[src/rtl/sub_matrix_seq_if.sv]
// Bus bundle for sub_matrix_seq: matrix in/out handshakes, key-schedule port, shared S-box link.
// SUB_MATRIX_SEQ_STALL_CNT_EN adds the StallCnt_DO preemption counter.
interface sub_matrix_seq_if;
  logic [127:0] MatIn_DI;
  logic         MatInValid_SI;
  logic         MatInReady_SO;
  logic [127:0] MatOut_DO;
  logic         MatOutValid_SO;
  logic         MatOutReady_SI;
  logic [31:0]  KeyWordIn_DI;
  logic         KeyReq_SI;
  logic         KeyGnt_SO;
  logic [31:0]  KeyWordOut_DO;
  logic         KeyValid_SO;
  logic [31:0]  SboxIn_DO;
  logic [31:0]  SboxOut_DI;
`ifdef SUB_MATRIX_SEQ_STALL_CNT_EN
  logic [15:0]  StallCnt_DO;
`endif

  modport slave (
    input  MatIn_DI, MatInValid_SI, MatOutReady_SI, KeyWordIn_DI, KeyReq_SI, SboxOut_DI,
`ifdef SUB_MATRIX_SEQ_STALL_CNT_EN
    output StallCnt_DO,
`endif
    output MatInReady_SO, MatOut_DO, MatOutValid_SO, KeyGnt_SO, KeyWordOut_DO, KeyValid_SO,
    output SboxIn_DO
  );

  modport master (
    output MatIn_DI, MatInValid_SI, MatOutReady_SI, KeyWordIn_DI, KeyReq_SI, SboxOut_DI,
`ifdef SUB_MATRIX_SEQ_STALL_CNT_EN
    input  StallCnt_DO,
`endif
    input  MatInReady_SO, MatOut_DO, MatOutValid_SO, KeyGnt_SO, KeyWordOut_DO, KeyValid_SO,
    input  SboxIn_DO
  );
endinterface

[src/rtl/sub_matrix_seq.sv]
// Serialised SubBytes: one shared subWord S-box, key-schedule priority with bounded preemption.
// Optional macro SUB_MATRIX_SEQ_STALL_CNT_EN enables the saturating preemption counter StallCnt_DO.
module sub_matrix_seq #(
  parameter int unsigned KEY_MAX_CONSEC = 2
) (
  input  logic             Clk_CI,
  input  logic             Rst_RI,
  sub_matrix_seq_if.slave  bus
);

  typedef enum logic [1:0] {S_IDLE, S_SUB, S_DONE} state_t;

  localparam logic [3:0] LP_KMAX = 4'(KEY_MAX_CONSEC);

  state_t            r_state;
  state_t            w_state_nxt;
  logic [3:0][31:0]  r_work;
  logic [1:0]        r_wcnt;
  logic [3:0]        r_kcnt;
  logic [31:0]       r_key_out;
  logic              r_key_valid;
  logic              w_key_gnt;
  logic              w_mat_slot;
  logic              w_mat_in_ready;
  logic              w_accept;
  logic [31:0]       w_sbox_in;

  always_ff @(posedge Clk_CI) begin
    if (Rst_RI) r_state <= S_IDLE;
    else        r_state <= w_state_nxt;
  end

  // Reset gates both handshakes so nothing is granted or accepted in a reset cycle.
  always_comb begin
    w_state_nxt    = r_state;
    w_key_gnt      = 1'b0;
    w_mat_slot     = 1'b0;
    w_mat_in_ready = 1'b0;
    w_sbox_in      = '0;
    if (!Rst_RI) begin
      case (r_state)
        S_IDLE: begin
          w_mat_in_ready = 1'b1;
          w_key_gnt      = bus.KeyReq_SI;
          if (bus.MatInValid_SI) w_state_nxt = S_SUB;
        end
        S_SUB: begin
          w_key_gnt  = bus.KeyReq_SI && (r_kcnt < LP_KMAX);
          w_mat_slot = !w_key_gnt;
          if (w_mat_slot && (r_wcnt == 2'd3)) w_state_nxt = S_DONE;
        end
        S_DONE: begin
          w_key_gnt = bus.KeyReq_SI;
          if (bus.MatOutReady_SI) w_state_nxt = S_IDLE;
        end
        default: w_state_nxt = S_IDLE;
      endcase
      if (w_key_gnt)       w_sbox_in = bus.KeyWordIn_DI;
      else if (w_mat_slot) w_sbox_in = r_work[r_wcnt];
    end
  end

  assign w_accept = w_mat_in_ready && bus.MatInValid_SI;

  always_ff @(posedge Clk_CI) begin
    if (Rst_RI) begin
      r_work      <= '0;
      r_wcnt      <= '0;
      r_kcnt      <= '0;
      r_key_out   <= '0;
      r_key_valid <= 1'b0;
    end else begin
      r_key_valid <= w_key_gnt;
      if (w_key_gnt) r_key_out <= bus.SboxOut_DI;
      if (w_accept) begin
        r_work <= bus.MatIn_DI;
        r_wcnt <= '0;
        r_kcnt <= '0;
      end
      if (r_state == S_SUB) begin
        if (w_key_gnt) begin
          r_kcnt <= r_kcnt + 4'd1;
        end else begin
          r_work[r_wcnt] <= bus.SboxOut_DI;
          r_wcnt         <= r_wcnt + 2'd1;
          r_kcnt         <= '0;
        end
      end
    end
  end

`ifdef SUB_MATRIX_SEQ_STALL_CNT_EN
  logic [15:0] r_stall;

  always_ff @(posedge Clk_CI) begin
    if (Rst_RI) begin
      r_stall <= '0;
    end else if ((r_state == S_SUB) && w_key_gnt && (r_stall != '1)) begin
      r_stall <= r_stall + 16'd1;
    end
  end

  assign bus.StallCnt_DO = r_stall;
`endif

  assign bus.MatInReady_SO  = w_mat_in_ready;
  assign bus.MatOut_DO      = r_work;
  assign bus.MatOutValid_SO = (r_state == S_DONE);
  assign bus.KeyGnt_SO      = w_key_gnt;
  assign bus.KeyWordOut_DO  = r_key_out;
  assign bus.KeyValid_SO    = r_key_valid;
  assign bus.SboxIn_DO      = w_sbox_in;

endmodule

[src/flat_wrapper.sv]
// flat-port wrapper written by rule: the top's interface ports become plain ports
module sub_matrix_seq_flat 
#(
  parameter int unsigned KEY_MAX_CONSEC = 2
)
  (Clk_CI, Rst_RI, bus_MatIn_DI, bus_MatInValid_SI, bus_MatOutReady_SI, bus_KeyWordIn_DI, bus_KeyReq_SI, bus_SboxOut_DI, bus_MatInReady_SO, bus_MatOut_DO, bus_MatOutValid_SO, bus_KeyGnt_SO, bus_KeyWordOut_DO, bus_KeyValid_SO, bus_SboxIn_DO);
  sub_matrix_seq_if bus_i ();
  input  logic Clk_CI;
  input  logic Rst_RI;
  input wire logic [$bits(bus_i.MatIn_DI)-1:0] bus_MatIn_DI;
  input wire logic [$bits(bus_i.MatInValid_SI)-1:0] bus_MatInValid_SI;
  input wire logic [$bits(bus_i.MatOutReady_SI)-1:0] bus_MatOutReady_SI;
  input wire logic [$bits(bus_i.KeyWordIn_DI)-1:0] bus_KeyWordIn_DI;
  input wire logic [$bits(bus_i.KeyReq_SI)-1:0] bus_KeyReq_SI;
  input wire logic [$bits(bus_i.SboxOut_DI)-1:0] bus_SboxOut_DI;
  output wire logic [$bits(bus_i.MatInReady_SO)-1:0] bus_MatInReady_SO;
  output wire logic [$bits(bus_i.MatOut_DO)-1:0] bus_MatOut_DO;
  output wire logic [$bits(bus_i.MatOutValid_SO)-1:0] bus_MatOutValid_SO;
  output wire logic [$bits(bus_i.KeyGnt_SO)-1:0] bus_KeyGnt_SO;
  output wire logic [$bits(bus_i.KeyWordOut_DO)-1:0] bus_KeyWordOut_DO;
  output wire logic [$bits(bus_i.KeyValid_SO)-1:0] bus_KeyValid_SO;
  output wire logic [$bits(bus_i.SboxIn_DO)-1:0] bus_SboxIn_DO;
  assign bus_i.MatIn_DI = bus_MatIn_DI;
  assign bus_i.MatInValid_SI = bus_MatInValid_SI;
  assign bus_i.MatOutReady_SI = bus_MatOutReady_SI;
  assign bus_i.KeyWordIn_DI = bus_KeyWordIn_DI;
  assign bus_i.KeyReq_SI = bus_KeyReq_SI;
  assign bus_i.SboxOut_DI = bus_SboxOut_DI;
  assign bus_MatInReady_SO = bus_i.MatInReady_SO;
  assign bus_MatOut_DO = bus_i.MatOut_DO;
  assign bus_MatOutValid_SO = bus_i.MatOutValid_SO;
  assign bus_KeyGnt_SO = bus_i.KeyGnt_SO;
  assign bus_KeyWordOut_DO = bus_i.KeyWordOut_DO;
  assign bus_KeyValid_SO = bus_i.KeyValid_SO;
  assign bus_SboxIn_DO = bus_i.SboxIn_DO;
  sub_matrix_seq #(.KEY_MAX_CONSEC(KEY_MAX_CONSEC)) u_core (.Clk_CI(Clk_CI), .Rst_RI(Rst_RI), .bus(bus_i));
endmodule
[config.mk]
export PLATFORM = sky130hd
export DESIGN_NAME = sub_matrix_seq_flat
export DESIGN_NICKNAME = d
export VERILOG_FILES = /design/src/rtl/sub_matrix_seq_if.sv /design/src/rtl/sub_matrix_seq.sv /design/src/flat_wrapper.sv
export SDC_FILE = /design/constraint.sdc
export NUM_CORES = 1
export LEC_CHECK = 0
export CAP_MARGIN = 30
export CORE_ASPECT_RATIO = 0.8
export CORE_UTILIZATION = 34
export CTS_BUF_LIST = sky130_fd_sc_hd__clkbuf_8
export DETAILED_ROUTE_END_ITERATION = 7
export PLACE_DENSITY_LB_ADDON = 0.3
export SLEW_MARGIN = 40
export SYNTH_ARGS = -nofsm -noshare
export SYNTH_HDL_FRONTEND = slang
export SYNTH_SLANG_ARGS = --single-unit
[constraint.sdc]
create_clock -name Clk_CI -period 2.3 [get_ports Clk_CI]
set_input_delay 0.46 -clock Clk_CI [delete_from_list [all_inputs] [get_ports Clk_CI]]
set_output_delay 0.46 -clock Clk_CI [all_outputs]
set_load 0.02 [all_outputs]
**M1 wires**

(2 px per um) Supply wires on this layer in grey.
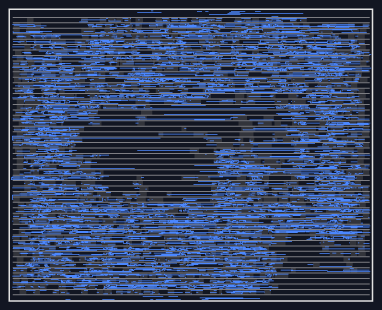
- wire length on this layer: 16500 um
- main direction: horizontal
- share of all routed wire: 41%
- nets with wire on the layer: 1385

**M2 wires**

(2 px per um)
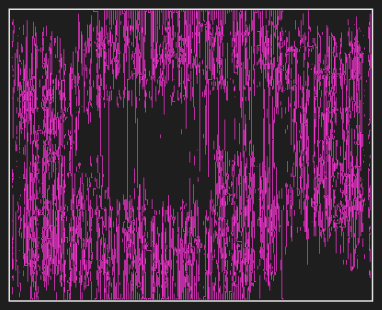
- share of all routed wire: 48%
- wire length on this layer: 19400 um
- longest straight run: 90.3 um

**Signal wires on met3**

(3 px per um)
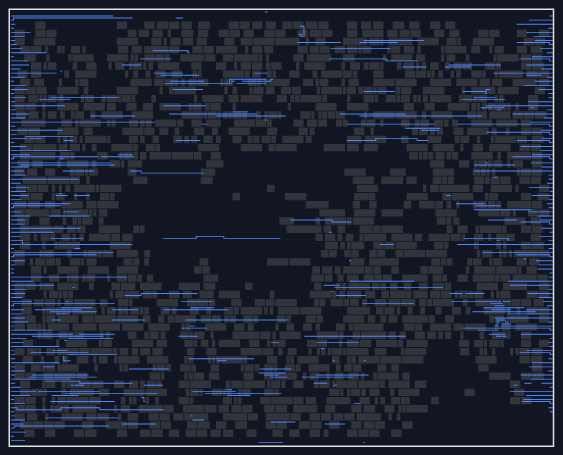
- wire length on this layer: 3490 um
- main direction: horizontal

**The metal 4 layer**

(2 px per um) Supply wires on this layer in grey.
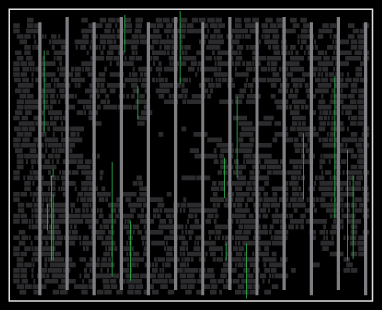
- longest straight run: 70.7 um
- nets with wire on the layer: 16
- share of all routed wire: 1.5%

==> results.sh <==
# implementation run metrics
export IMPL_status="finished with violations"
export IMPL_violations="setup timing"
export IMPL_grtUsageTotal_pct=29.5
export IMPL_warning_count=33
export IMPL_required_ns=1.84
export IMPL_synth_top_cell_by_count="nand2_1"
export IMPL_simple_gate_share_pct=23.1
export IMPL_slew_violations=0
export IMPL_synth_area_per_cell_um2=8.60
export IMPL_grt_ovfl_total=0
export IMPL_cts_root_buf="clkbuf_8"
export IMPL_ir_drop_mv=0.285
export IMPL_wl_per_cell_um=23.3
export IMPL_worstMarginPinSlew_ns=0.799
export IMPL_drc_errors=0
export IMPL_worst_hold_slack_ns=0.441
export IMPL_ys_async_sr_fraction_pct=0
export IMPL_rows=51
export IMPL_fin_skew_ns=0.0231
export IMPL_max_stage_delay_ns=0.51
export IMPL_grt_antenna_before_repair=0
export IMPL_ctsHoldBuffers=0
export IMPL_placed_area_um2=13300
export IMPL_layout_setup_ws_ns=-0.151
export IMPL_relSlewSlack_pct=46.8
export IMPL_yosys_area_top_type_share_pct=38.9
export IMPL_insertion_delay_ns=0.46
export IMPL_grt_max_degree=102
export IMPL_yosys_area_share_aoi_pct=22.7
export IMPL_cap_violations=0
export IMPL_ys_warnings_count=0
export IMPL_edf_count=0
export IMPL_gp_congestion=0.882
export IMPL_area_growth_pct=60.7
export IMPL_critical_path_class="reg2out"
export IMPL_crit_fanout=7
export IMPL_placed_cells=1665
export IMPL_power_mw=7.31
export IMPL_die_y_um=145
export IMPL_drt_wl_total_um=40000
export IMPL_rsz0062_at_grt="yes"
export IMPL_ys_seq_share_pct=38.9
export IMPL_die_x_um=181
export IMPL_adder_share_pct=0.718
export IMPL_fin_tns_setup_ns=-3.64
export IMPL_critical_path_arrival_ns=1.99
export IMPL_cp_top_family="multiplexers"
export IMPL_largest_area_cell="dfxtp_1"
export IMPL_common_cells="nand2_1, dfxtp_1, nor3_1, a311oi_1, clkbuf_1"
export IMPL_period_minus_slack_ns=2.45
export IMPL_nets=1587
export IMPL_ys_ff=169
export IMPL_core_area_um2=24800
export IMPL_synthTopCellsByArea="dfxtp_1, a311oi_1, nand2_1"
export IMPL_critPathSlowestCell="mux4_2"
export IMPL_floorplan_core_util_pct=35.2
export IMPL_yosysUniqueCellTypes=32
export IMPL_ys_top_logic_family="simple AND/OR/NAND/NOR gates"
export IMPL_fmax_ghz=0.408
export IMPL_synthesis_area_um2=8710
export IMPL_crit_buf_inv=3
export IMPL_netlist_instances=1013
export IMPL_p_per_area_nw_per_um2=522
export IMPL_antenna_cells=0
export IMPL_drt_iter0_drc=806
export IMPL_clock_path_buffers=2
export IMPL_yosys_area_share_xor_xnor_pct=0
export IMPL_grt_pass1_wl_um=60200
export IMPL_drive_gt1_share_pct=17.0
export IMPL_crit_chain="buf_12 -> buf_12 -> mux4_2 -> a32o_2 -> buf_6"
export IMPL_hold_class="in2reg"
export IMPL_postLayoutCellArea_um2=14000
export IMPL_drtPass1Iterations=5
export IMPL_htreeDepth=4
export IMPL_synthFlopType="dfxtp_1"
export IMPL_leakage_nw=4.86
export IMPL_cts_sinks=169
export IMPL_syn_nets=1215
export IMPL_report_final_setup_viol=32
export IMPL_ys_sh_mux_pct=8.28
export IMPL_final_cells=1716
export IMPL_cts_made_buffers=17
export IMPL_via_per_inst=5.85
export IMPL_start_kind="flop"
export IMPL_pre_cts_ws_ns=-0.140
export IMPL_io_pins=393
export IMPL_finalCritPeriodShare_pct=107
export IMPL_numPortBuffers=392
export IMPL_hpwl_um=26800
export IMPL_ys_cells=1013
export IMPL_cpMostUsedCell="buf_12"
export IMPL_fin_util_pct=56.5
export IMPL_yosysChipArea_um2=8710
export IMPL_num_vias=10000
export IMPL_grt_pass1_vias=9957
export IMPL_ant_nets=0
export IMPL_hold_violations=0
export IMPL_critPathCaptureType="output port"
export IMPL_cts_tree="yes"
export IMPL_clk_pin_slew_ns=0.10
export IMPL_die_area_um2=26300
-- state kept, by name (all words and copies together), names as in the netlist --
register / cells
u_core.bus.KeyWordOut_DO: 32
u_core.bus.MatOut_DO: 128
u_core.bus.KeyValid_SO: 1
u_core.r_kcnt: 4
u_core.r_wcnt: 2
u_core.r_state: 2
-- path summary, 6_finish.rpt --
kind	startpoint	end	slack [ns]	cells past startpoint
hold / removal	bus_KeyReq_SI	u_core.r_kcnt[1]	0.44	4
setup / recovery	u_core.r_wcnt[0]	bus_SboxIn_DO[23]	-0.15	5
hold reg to reg	u_core.r_kcnt[0]	u_core.r_kcnt[0]	0.50	2
setup reg to reg	u_core.r_kcnt[3]	u_core.bus.MatOut_DO[109]	0.14	6
-- placed cells by master (no fill, tap or decap), types with 3 or more instances in the layout --
cell type | Yosys | routed
clkdlybuf4s50_1 | 0 | 355
a32o_1 | 32 | 19
mux4_2 | 32 | 32
clkbuf_8 | 0 | 17
dfxtp_1 | 169 | 164
nand2b_1 | 34 | 34
buf_4 | 4 | 50
inv_8 | 0 | 5
a311oi_1 | 128 | 128
dfxtp_2 | 0 | 3
inv_6 | 0 | 7
a32o_2 | 0 | 13
buf_12 | 0 | 24
nand3_2 | 0 | 4
a31o_2 | 26 | 26
buf_6 | 0 | 36
a31o_1 | 6 | 6
a21oi_1 | 38 | 38
nand2_1 | 256 | 256
nor3_1 | 130 | 129
nand3_1 | 9 | 5
ha_1 | 5 | 5
nand3b_1 | 4 | 4
-- logic make-up after synthesis --
group / count (synthesis)
compound gates: 236
fa+ha+maj: 5
buf+inv: 125
flops: 169
mux: 32
simple gates: 446
-- layer usage --
metal / wire length, um / up-vias / share of wire (%) / track usage, %
met2: 19400 / 550 / 48 / 49.6
met1: 16500 / 4898 / 41 / 37.6
met5: 0 / - / 0 / 0
met4: 585 / 0 / 1.5 / 8.35
li1: - / 4551 / - / -
met3: 3490 / 37 / 8.7 / 6.58
-- power breakdown --
group / internal, mW / switching [mW] / total (mW)
registers: 3.09 / 0.142 / 3.23
clock network: 0.816 / 1.34 / 2.15
logic: 0.994 / 0.932 / 1.93
total: 4.90 / 2.41 / 7.31
-- what timing repair did --
action	in CTS	in global routing
pin swaps	17	18
resized	199	33
gates cloned	4	1
buffers inserted	9	8
setup endpoints to repair	35	61
-- area by class of cell --
type,count,area (um^2)
clock buffers,17,234
clock inverters,15,144
fillers,2222,10800
inverters,3,11.3
multi-input cells,719,4830
flip-flops and latches,169,3390
well taps,318,398
repair buffers,475,4980
-- worst reg2reg max path, delay by kind of cell (launching register included) --
family                 cells  cell delay, ns
DFF                        1            0.35
AOI/OAI and AO/OA          1            0.31
and+or+nand+nor            2            0.55
buffers and inverters      3            0.87
Power is estimated from default activity; no workload was simulated.
